### config.mk
export PLATFORM = sky130hd
export DESIGN_NAME = iter_multdiv
export DESIGN_NICKNAME = d
export VERILOG_FILES = /design/src/rtl/multdiv_pkg.sv /design/src/rtl/booth_recode.sv /design/src/rtl/iter_multdiv.sv
export SDC_FILE = /design/constraint.sdc
export NUM_CORES = 1
export LEC_CHECK = 0
export CAP_MARGIN = 20
export CORE_ASPECT_RATIO = 0.8
export CORE_MARGIN = 3
export CORE_UTILIZATION = 50
export CTS_CLUSTER_DIAMETER = 40
export CTS_CLUSTER_SIZE = 24
export DETAILED_ROUTE_END_ITERATION = 12
export PLACE_DENSITY = 0.7
export SLEW_MARGIN = 5
export SYNTH_ARGS = -nofsm -noshare
export SYNTH_HDL_FRONTEND = slang
export SYNTH_SLANG_ARGS = --single-unit
### constraint.sdc
create_clock -name clock -period 17.2 [get_ports clock]
set_input_delay 1.72 -clock clock [delete_from_list [all_inputs] [get_ports clock]]
set_output_delay 1.72 -clock clock [all_outputs]
set_load 0.01 [all_outputs]
### src/rtl/multdiv_pkg.sv
// Shared types and constants for the iterative multiply/divide unit.
package multdiv_pkg;

  // Control states of the unit.
  typedef enum logic [1:0] {
    ST_IDLE = 2'd0,
    ST_BUSY = 2'd1,
    ST_DONE = 2'd2
  } state_e;

  // One radix-4 Booth digit per multiply iteration, one quotient bit per divide iteration.
  localparam int MULT_ITERS = 16;
  localparam int DIV_ITERS  = 32;

  // Most negative 32-bit value; the only dividend that can overflow a divide.
  localparam logic [31:0] INT_MIN = 32'h8000_0000;

  // Radix-4 Booth digit values: 0, +A, +2A, -A, -2A.
  typedef enum logic [2:0] {
    BOOTH_ZERO = 3'd0,
    BOOTH_PA   = 3'd1,
    BOOTH_P2A  = 3'd2,
    BOOTH_MA   = 3'd3,
    BOOTH_M2A  = 3'd4
  } booth_e;

endpackage

### src/rtl/booth_recode.sv
// Radix-4 Booth recoder: maps multiplier bits {2i+1, 2i, 2i-1} to a digit
// plus the negate/double controls used to build the addend.
module booth_recode
  import multdiv_pkg::*;
(
  input  logic [2:0] bits_i,
  output booth_e     digit_o,
  output logic       neg_o,
  output logic       dbl_o
);

  // Digit table plus derived addend controls.
  always_comb begin
    digit_o = BOOTH_ZERO;
    case (bits_i)
      3'b001, 3'b010: digit_o = BOOTH_PA;
      3'b011:         digit_o = BOOTH_P2A;
      3'b100:         digit_o = BOOTH_M2A;
      3'b101, 3'b110: digit_o = BOOTH_MA;
      default:        digit_o = BOOTH_ZERO;
    endcase
    neg_o = (digit_o == BOOTH_MA) || (digit_o == BOOTH_M2A);
    dbl_o = (digit_o == BOOTH_P2A) || (digit_o == BOOTH_M2A);
  end

endmodule

### src/rtl/iter_multdiv.sv
// Iterative signed 32-bit multiply (radix-4 Booth, 16 cycles) and divide
// (non-restoring, 32 cycles) sharing one 34-bit add/subtract datapath.
module iter_multdiv
  import multdiv_pkg::*;
#(
  parameter int WIDTH = 32
) (
  input  logic             clock,
  input  logic             reset,
  input  logic [WIDTH-1:0] data_operandA,
  input  logic [WIDTH-1:0] data_operandB,
  input  logic             ctrl_MULT,
  input  logic             ctrl_DIV,
  output logic [WIDTH-1:0] data_result,
  output logic             data_exception,
  output logic             data_resultRDY,
  output logic             running
);

  state_e      state_q, state_d;
  logic [5:0]  cnt_q, cnt_d;
  logic        is_div_q, is_div_d;
  logic [31:0] a_q, a_d, b_q, b_d;
  // Accumulator: hi holds the upper partial product (multiply) or the
  // signed remainder (divide); lo collects product low bits or quotient bits.
  logic [33:0] hi_q, hi_d;
  logic [31:0] lo_q, lo_d;
  logic [31:0] result_q, result_d;
  logic        exc_q, exc_d, rdy_q, rdy_d, run_q, run_d;

  logic        start, start_div;
  logic [32:0] b_ext;
  logic [3:0]  mult_idx;
  logic [2:0]  booth_bits;
  booth_e      digit;
  logic        digit_neg, digit_dbl;
  logic [33:0] a_sx, mult_y;
  logic [31:0] a_mag, b_mag;
  logic [4:0]  div_idx;
  logic        div_bit;
  logic [33:0] add_x, add_y, add_sum;
  logic        add_sub;
  logic [33:0] hi_step;
  logic [31:0] lo_step;
  logic [63:0] product;
  logic [31:0] fin_result;
  logic        fin_exc;

  assign start     = ctrl_MULT | ctrl_DIV;
  assign start_div = ctrl_DIV & ~ctrl_MULT;   // multiply wins a tie

  // Booth window: counter runs 16..1, so digit index is (16 - cnt) mod 16.
  assign b_ext      = {b_q, 1'b0};
  assign mult_idx   = 4'd0 - cnt_q[3:0];
  assign booth_bits = b_ext[{1'b0, mult_idx, 1'b0} +: 3];

  booth_recode u_booth (
    .bits_i  (booth_bits),
    .digit_o (digit),
    .neg_o   (digit_neg),
    .dbl_o   (digit_dbl)
  );

  // Operand magnitudes for divide; |INT_MIN| fits as unsigned 0x80000000.
  assign a_sx    = {{2{a_q[31]}}, a_q};
  assign a_mag   = a_q[31] ? (32'd0 - a_q) : a_q;
  assign b_mag   = b_q[31] ? (32'd0 - b_q) : b_q;
  // Dividend bits enter MSB first: counter runs 32..1 so bit index is cnt-1.
  assign div_idx = cnt_q[4:0] - 5'd1;
  assign div_bit = a_mag[div_idx];

  // Shared adder operand selection for the current iteration.
  always_comb begin
    mult_y  = digit_dbl ? {a_sx[32:0], 1'b0} : a_sx;
    add_x   = hi_q;
    add_y   = '0;
    add_sub = 1'b0;
    if (is_div_q) begin
      // Non-restoring: subtract divisor while remainder is non-negative.
      add_x   = {hi_q[32:0], div_bit};
      add_y   = {2'b00, b_mag};
      add_sub = ~hi_q[33];
    end else if (digit != BOOTH_ZERO) begin
      add_y   = mult_y;
      add_sub = digit_neg;
    end
    add_sum = add_x + (add_y ^ {34{add_sub}}) + {33'd0, add_sub};
  end

  // Per-iteration accumulator update and end-of-operation result shaping.
  always_comb begin
    if (is_div_q) begin
      hi_step = add_sum;
      lo_step = {lo_q[30:0], ~add_sum[33]};
    end else begin
      hi_step = {{2{add_sum[33]}}, add_sum[33:2]};
      lo_step = {add_sum[1:0], lo_q[31:2]};
    end
    product = {hi_step[31:0], lo_step};
    if (is_div_q) begin
      if (b_q == 32'd0) begin
        fin_result = 32'd0;
        fin_exc    = 1'b1;
      end else begin
        fin_result = (a_q[31] ^ b_q[31]) ? (32'd0 - lo_step) : lo_step;
        fin_exc    = (a_q == INT_MIN) && (b_q == 32'hFFFF_FFFF);
      end
    end else begin
      fin_result = product[31:0];
      fin_exc    = product[63:32] != {32{product[31]}};
    end
  end

  // Next-state, iteration control and registered-output next values.
  always_comb begin
    state_d  = state_q;
    cnt_d    = cnt_q;
    is_div_d = is_div_q;
    a_d      = a_q;
    b_d      = b_q;
    hi_d     = hi_q;
    lo_d     = lo_q;
    result_d = result_q;
    exc_d    = exc_q;
    rdy_d    = 1'b0;
    case (state_q)
      ST_IDLE, ST_DONE: begin
        state_d = ST_IDLE;
        if (start) begin
          state_d  = ST_BUSY;
          is_div_d = start_div;
          a_d      = data_operandA;
          b_d      = data_operandB;
          hi_d     = '0;
          lo_d     = '0;
          cnt_d    = start_div ? 6'(DIV_ITERS) : 6'(MULT_ITERS);
        end
      end
      ST_BUSY: begin
        hi_d  = hi_step;
        lo_d  = lo_step;
        cnt_d = cnt_q - 6'd1;
        if (cnt_q == 6'd1) begin
          state_d  = ST_DONE;
          result_d = fin_result;
          exc_d    = fin_exc;
          rdy_d    = 1'b1;
        end
      end
      default: state_d = ST_IDLE;
    endcase
    run_d = (state_d == ST_BUSY);
  end

  // State, datapath and output registers with synchronous reset.
  always_ff @(posedge clock) begin
    if (reset) begin
      state_q  <= ST_IDLE;
      cnt_q    <= '0;
      is_div_q <= 1'b0;
      a_q      <= '0;
      b_q      <= '0;
      hi_q     <= '0;
      lo_q     <= '0;
      result_q <= '0;
      exc_q    <= 1'b0;
      rdy_q    <= 1'b0;
      run_q    <= 1'b0;
    end else begin
      state_q  <= state_d;
      cnt_q    <= cnt_d;
      is_div_q <= is_div_d;
      a_q      <= a_d;
      b_q      <= b_d;
      hi_q     <= hi_d;
      lo_q     <= lo_d;
      result_q <= result_d;
      exc_q    <= exc_d;
      rdy_q    <= rdy_d;
      run_q    <= run_d;
    end
  end

  assign data_result    = result_q;
  assign data_exception = exc_q;
  assign data_resultRDY = rdy_q;
  assign running        = run_q;

endmodule

==> metrics.cfg, run 1 <==
[outcome]
outcome=complete, no violations

[sta]
maxSlewViolCount=0
fin_ws_ns=8.713
relSlewSlack_pct=27.32
max_clock_freq_mhz=117.8

[cts]
htreeDepth=4
cts_buffer_depth=2
cts.sinks=174
insertion_delay_ns=0.45

[final_layout]
num-fill-cells=2520

[power]
leakagePower_nw=5.842

[yosys]
top_area_share_pct=25.35
ys_cells=1801
yosys_register_bits=174
yosysMostFrequentCell=nand2_1
largest_area_cell=dfxtp_1
syn_area_sq_um=13740

[drt]
vias_per_cell=6.231

[die]
dieArea_sq_um=29520

[grt]
grt-ovfl-total=0

[place]
place_area_sq_um=14750

[run 1: routing by layer]
| layer | GRT usage, % | up-vias |
|---|---|---|
| met5 | 0 | - |
| met4 | 7.754 | 0 |
| met3 | 7.659 | 85 |
| met2 | 40.54 | 548 |
| met1 | 41.18 | 6380 |
| li1 | - | 6433 |
[run 1: where the power goes]
group          internal (mW)  switching [mW]
registers              0.434          0.0531
logic                  0.348           0.546
clock network          0.198           0.191
total                  0.980           0.791
[run 1: critical path, delay by kind of cell, from the launching register on]
family / cells / cell delay [ns]
and+or+nand+nor: 5 / 1.99
adders and majority gates: 2 / 0.87
muxes: 2 / 0.45
DFF: 1 / 0.33
xor gates and xnor gates: 2 / 0.26
buffers and inverters: 3 / 0.77
AOI/OAI and AO/OA: 10 / 3.67
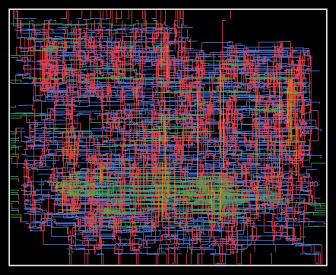
Run 1: routed metal, one colour a layer
Red shows met2, wire length 17,600 microns. Blue shows met1, wire length 20.0 mm. Orange shows met4, wire length 1,010 microns. Green shows met3, wire length 3,720 microns.

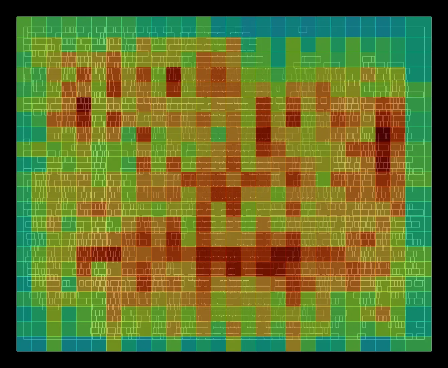
Run 1: routing congestion map
DR WL/cell: 19.63 microns
met2 usage: 40.54%

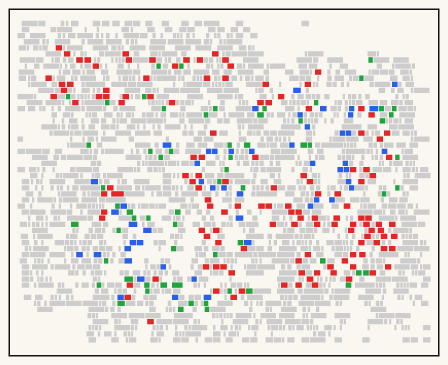
Run 1: logic cells by family
Blue shows AND-OR and OR-AND gates, cells 51. Green shows AND and OR gates, cells 63. Red shows XOR/XNOR gates, cells 132.
Non-Filler Instances: 2,158
most frequent logic cell in the layout: nand2_1

Run 1, M2 wires:
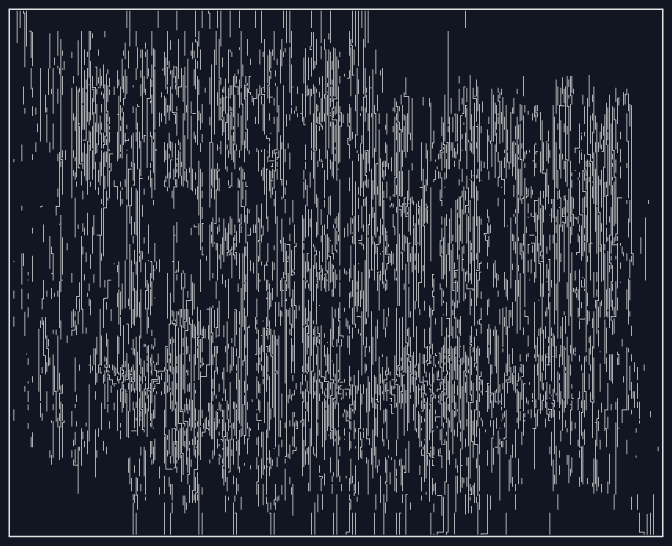

==> run 2: changes to the inputs <==
==> constraint.sdc (replaced) <==
create_clock -name clock -period 8.65 [get_ports clock]
set_input_delay 0.865 -clock clock [delete_from_list [all_inputs] [get_ports clock]]
set_output_delay 0.865 -clock clock [all_outputs]
set_load 0.01 [all_outputs]
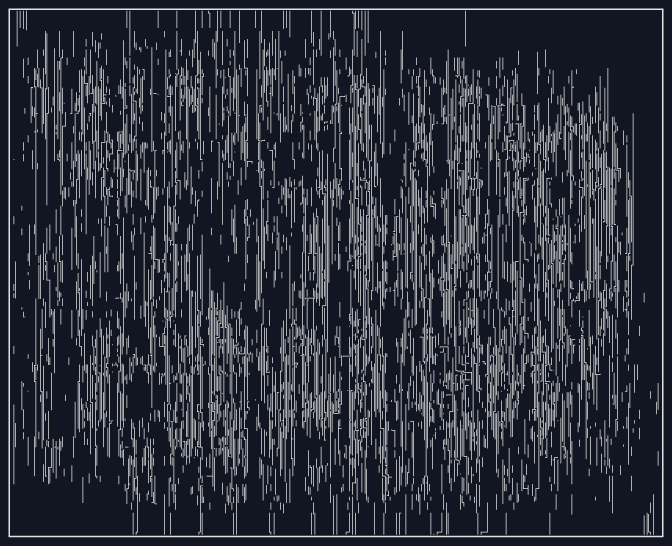
Run 2: M2 wires
The layer carries 18,300 microns of wire. The longest straight run is 58.1 microns. The layer holds 43% of the routed length. The wires run mostly vertical.
final wirelength: 42,110 microns
met2 usage: 43.04%
via count: 13,270

==> run 2 against run 1 <==
Effect of this change:
- final area is 0.80% higher
- sequential power increased by 99%
- largest power group unchanged
- die area unchanged
- critical endpoint unchanged
==> metrics.cfg, run 2 <==
[grt]
grt-ovfl-total=0
grt-busiest-layer=met2
grt_util_met3_pct=6.617
grt_use_met1_pct=40.51

[final_layout]
num-fill-cells=2482
layout_top_cell=nand2_1

[cts]
cts_buffer_depth=2
insertion_delay_ns=0.45
htreeDepth=4

[sta]
max_clock_freq_mhz=124.5
maxSlewViolCount=0

[drt]
wire_per_inst_microns=19.42
met3_length_microns=3571

[place]
place_area_sq_um=14810

[yosys]
ys_cells=1801
yosysMostFrequentCell=nand2_1
syn_area_sq_um=13740
top_area_share_pct=25.35

[power]
leakagePower_nw=5.912

[die]
dieArea_sq_um=29520

[outcome]
outcome=complete, no violations

[worst_setup_path]
crit_family=AND-OR/OR-AND gates
critical_path_arrival_ns=8.34
crit_cells=27

run 2: cell type report:
type | count | area (sq um) | area share (%)
clock buffer | 18 | 429.2 | 2.773
clock inverter | 14 | 195.2 | 1.261
inverter | 21 | 78.83 | 0.5093
multi-input combinational | 1453 | 9592 | 61.97
sequential | 174 | 3488 | 22.54
tap | 357 | 446.7 | 2.886
timing repair buffer | 131 | 1249 | 8.067
run 2: kinds of logic after synthesis:
kind of cell,count (synthesis)
AND/OR/NAND/NOR,659
AND-OR/OR-AND,479
multiplexers,144
adder cells (fa/ha/maj),39
flip-flops,174
XOR/XNOR,132
buffers and inverters,174
run 2: power breakdown:
part	switching, mW	internal, mW
clock	0.389	0.445
sequential	0.106	0.863
combinational	1.07	0.712
Power is estimated from default activity; no workload was simulated.
